**Placement by cell class**

Fill, decap, tap and diode cells in gray.
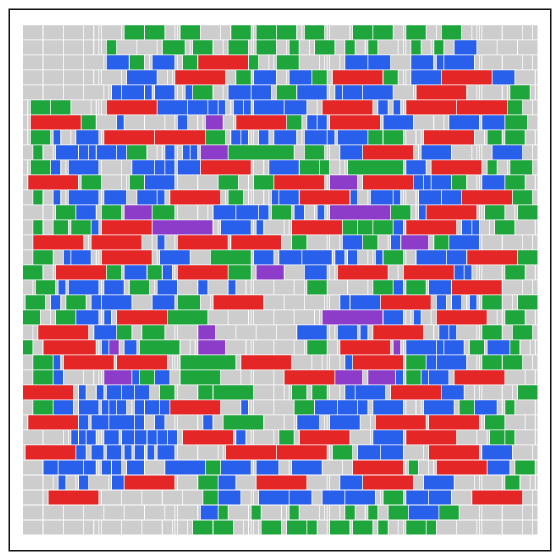
**Port wiring**

Bar = 20 um.
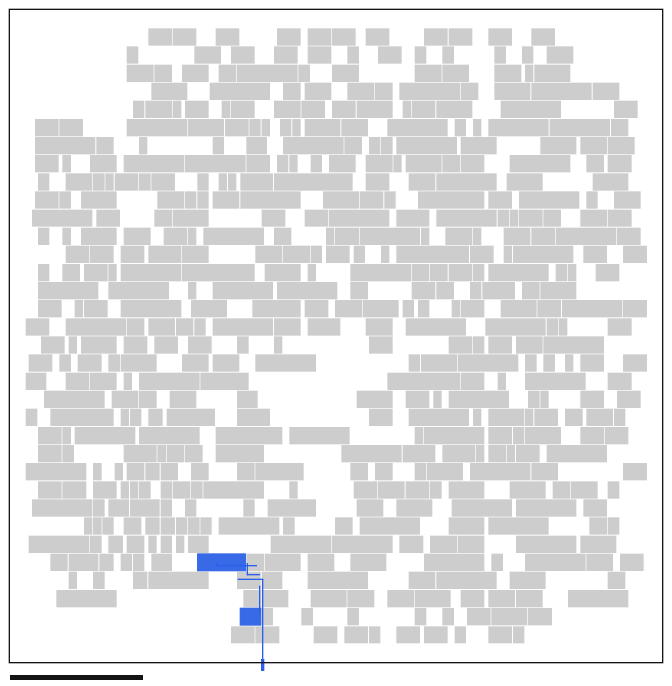
**Placement view**

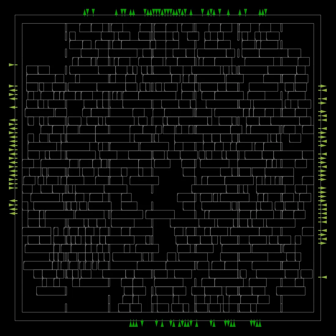
**Floorplan with the power grid**

Bar = 20 um. Pins as bars on the die edge. Tap cells in gray.
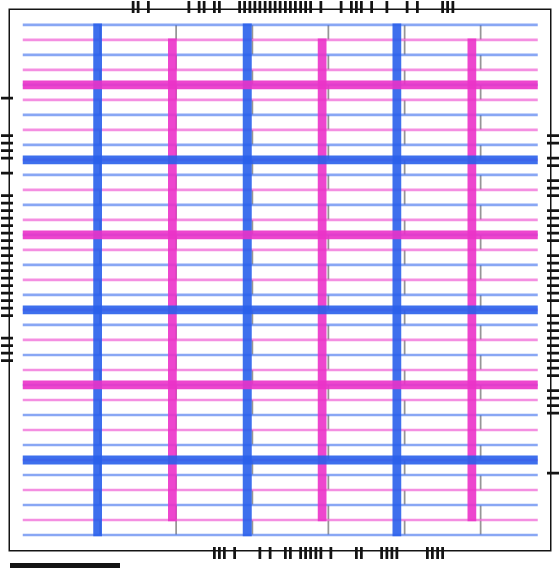
==> config.mk <==
export PLATFORM = sky130hd
export DESIGN_NAME = memory_stage
export DESIGN_NICKNAME = d
export VERILOG_FILES = /design/src/rtl/memory_stage.sv
export SDC_FILE = /design/constraint.sdc
export NUM_CORES = 1
export LEC_CHECK = 0
export CAP_MARGIN = 10
export CORE_MARGIN = 2
export CORE_UTILIZATION = 45
export CTS_CLUSTER_SIZE = 14
export DETAILED_ROUTE_END_ITERATION = 7
export PLACE_DENSITY = 0.75
export SYNTH_ARGS = -nofsm -noshare
export SYNTH_HDL_FRONTEND = slang
export SYNTH_SLANG_ARGS = --single-unit
==> constraint.sdc <==
create_clock -name clk -period 2 [get_ports clk]
set_input_delay 0.4 -clock clk [delete_from_list [all_inputs] [get_ports clk]]
set_output_delay 0.4 -clock clk [all_outputs]
set_load 0.02 [all_outputs]
==> src/rtl/memory_stage.sv <==
// Memory stage of the 16-bit pipeline: drives data memory through a req/ready handshake,
// stalls the pipe on wait states and registers the write-back payload.
module memory_stage #(
   parameter int MAX_WAIT = 255,
   parameter int WAIT_W   = 8
) (
   input  logic        clk,
   input  logic        rst_n,
   input  logic        ex_valid,
   input  logic [15:0] alu_result,
   input  logic [15:0] store_data,
   input  logic        mem_read,
   input  logic        mem_write,
   input  logic        reg_write,
   input  logic [3:0]  dst_reg,
   input  logic        halt,
   output logic        dmem_req,
   output logic        dmem_we,
   output logic [15:0] dmem_addr,
   output logic [15:0] dmem_wdata,
   input  logic [15:0] dmem_rdata,
   input  logic        dmem_ready,
   output logic        mem_stall,
   output logic        wb_valid,
   output logic [15:0] wb_data,
   output logic [3:0]  wb_dst,
   output logic        wb_reg_write,
   output logic        wb_halt,
   output logic        mem_error
);
   // state | meaning
   // IDLE  | accepting from EX/MEM; zero-wait accesses and ALU ops pass straight through
   // BUSY  | access in wait states; request driven from latched copies
   typedef enum logic {IDLE, BUSY} state_t;

   localparam logic [WAIT_W-1:0] MAX_C = WAIT_W'(MAX_WAIT);

   state_t            state_q;
   logic [WAIT_W-1:0] wait_cnt_q;
   logic [15:0]       alu_q, wdata_q;
   logic              we_q, rd_q, rw_q, halt_q;
   logic [3:0]        dst_q;
   logic              wb_valid_q, wb_reg_write_q, wb_halt_q, mem_error_q;
   logic [15:0]       wb_data_q;
   logic [3:0]        wb_dst_q;

   logic        memop, done;
   logic [15:0] cur_alu, cur_wdata, wb_data_d;
   logic        cur_we, cur_rd, cur_rw, cur_halt;
   logic [3:0]  cur_dst;

   always_comb begin
      memop = ex_valid & (mem_read | mem_write);
      if (state_q == BUSY) begin
         cur_alu   = alu_q;
         cur_wdata = wdata_q;
         cur_we    = we_q;
         cur_rd    = rd_q;
         cur_rw    = rw_q;
         cur_dst   = dst_q;
         cur_halt  = halt_q;
         dmem_req  = 1'b1;
         mem_stall = ~dmem_ready;
         done      = dmem_ready;
      end else begin
         cur_alu   = alu_result;
         cur_wdata = store_data;
         cur_we    = mem_write;
         // a read+write combination is treated as a write
         cur_rd    = mem_read & ~mem_write;
         cur_rw    = reg_write;
         cur_dst   = dst_reg;
         cur_halt  = halt;
         dmem_req  = memop;
         mem_stall = memop & ~dmem_ready;
         done      = ex_valid & (~memop | dmem_ready);
      end
      dmem_addr  = {cur_alu[15:1], 1'b0};
      dmem_wdata = cur_wdata;
      dmem_we    = cur_we;
      wb_data_d  = cur_rd ? dmem_rdata : cur_alu;
   end

   always_ff @(posedge clk or negedge rst_n) begin
      if (!rst_n) begin
         state_q        <= IDLE;
         wait_cnt_q     <= '0;
         alu_q          <= '0;
         wdata_q        <= '0;
         we_q           <= 1'b0;
         rd_q           <= 1'b0;
         rw_q           <= 1'b0;
         halt_q         <= 1'b0;
         dst_q          <= '0;
         wb_valid_q     <= 1'b0;
         wb_reg_write_q <= 1'b0;
         wb_halt_q      <= 1'b0;
         wb_data_q      <= '0;
         wb_dst_q       <= '0;
         mem_error_q    <= 1'b0;
      end else begin
         wb_valid_q     <= done;
         wb_reg_write_q <= done & cur_rw;
         wb_halt_q      <= done & cur_halt;
         if (done) begin
            wb_data_q <= wb_data_d;
            wb_dst_q  <= cur_dst;
         end
         if (state_q == IDLE) begin
            if (memop && !dmem_ready) begin
               state_q    <= BUSY;
               wait_cnt_q <= WAIT_W'(1);
               alu_q      <= alu_result;
               wdata_q    <= store_data;
               we_q       <= mem_write;
               rd_q       <= mem_read & ~mem_write;
               rw_q       <= reg_write;
               halt_q     <= halt;
               dst_q      <= dst_reg;
            end
         end else begin
            if (dmem_ready) begin
               state_q    <= IDLE;
               wait_cnt_q <= '0;
            end else begin
               if (wait_cnt_q != '1) wait_cnt_q <= wait_cnt_q + WAIT_W'(1);
               // timeout only flags; the access keeps waiting
               if (MAX_WAIT != 0 && wait_cnt_q == MAX_C) mem_error_q <= 1'b1;
            end
         end
      end
   end

   assign wb_valid     = wb_valid_q;
   assign wb_data      = wb_data_q;
   assign wb_dst       = wb_dst_q;
   assign wb_reg_write = wb_reg_write_q;
   assign wb_halt      = wb_halt_q;
   assign mem_error    = mem_error_q;
endmodule

==> results.txt <==
flow finished, numbers: Crit. path cell count=4, yosys stat chip area=3968 um^2, CP peak stage delay=0.42 ns, R2R setup slack=0.09 ns, Total Power=4.944 mW, seq pwr=1.93 mW, end of the critical path=dmem_addr[3], post-cts sizing count=139, vias in the first global route=3252, final-layout clock buffer total=10, highest fanout seen on the critical path=8, crit path DRT=1.60 ns, mi-comb count=237, Non-clock buffers=161, Setup crit start=state_q, crit path setup slack, layout=0.05625 ns, Setup Skew=around 0.011 ns, Top logic family=multiplexers, status=finished, final reports clean, Final Instance Area=5749 um^2, postcts setup bufs=3, GR Util All Layers=20.99%, Final TNS setup=0 ns
About 'placement by cell class':
sequential cells -> red  # cells 73, share of their area 33%
combinational and other logic -> blue  # cells 240, share of their area 36%
clock drivers and dummy loads -> purple  # cells 16, share of their area 4.3%
remaining buffers and delay cells -> green  # cells 161, share of their area 27%
row cnt: 34
area of the core: 8636 um^2

About 'port wiring':
ex_valid -> blue  # bits 1, direction input, end cells 2, buffers 2, wire 29.7 um
I/O pins: 119
Port Buffers: 117

About 'placement view':
Flops: 73
n_taps: 108
Seq/total area: 31.80%
Final Non-Filler Cells: 598
Layout Utilization: 66.57%

About 'floorplan with the power grid':
VSS -> blue
VDD -> magenta
signal pins = 119
rows = 34
met5 straps = 6
tap cells = 108
Die Span X: 97.90 um
Die H: 97.90 um
VDD IR max: 0.5298 mV

Power is estimated from default activity; no workload was simulated.
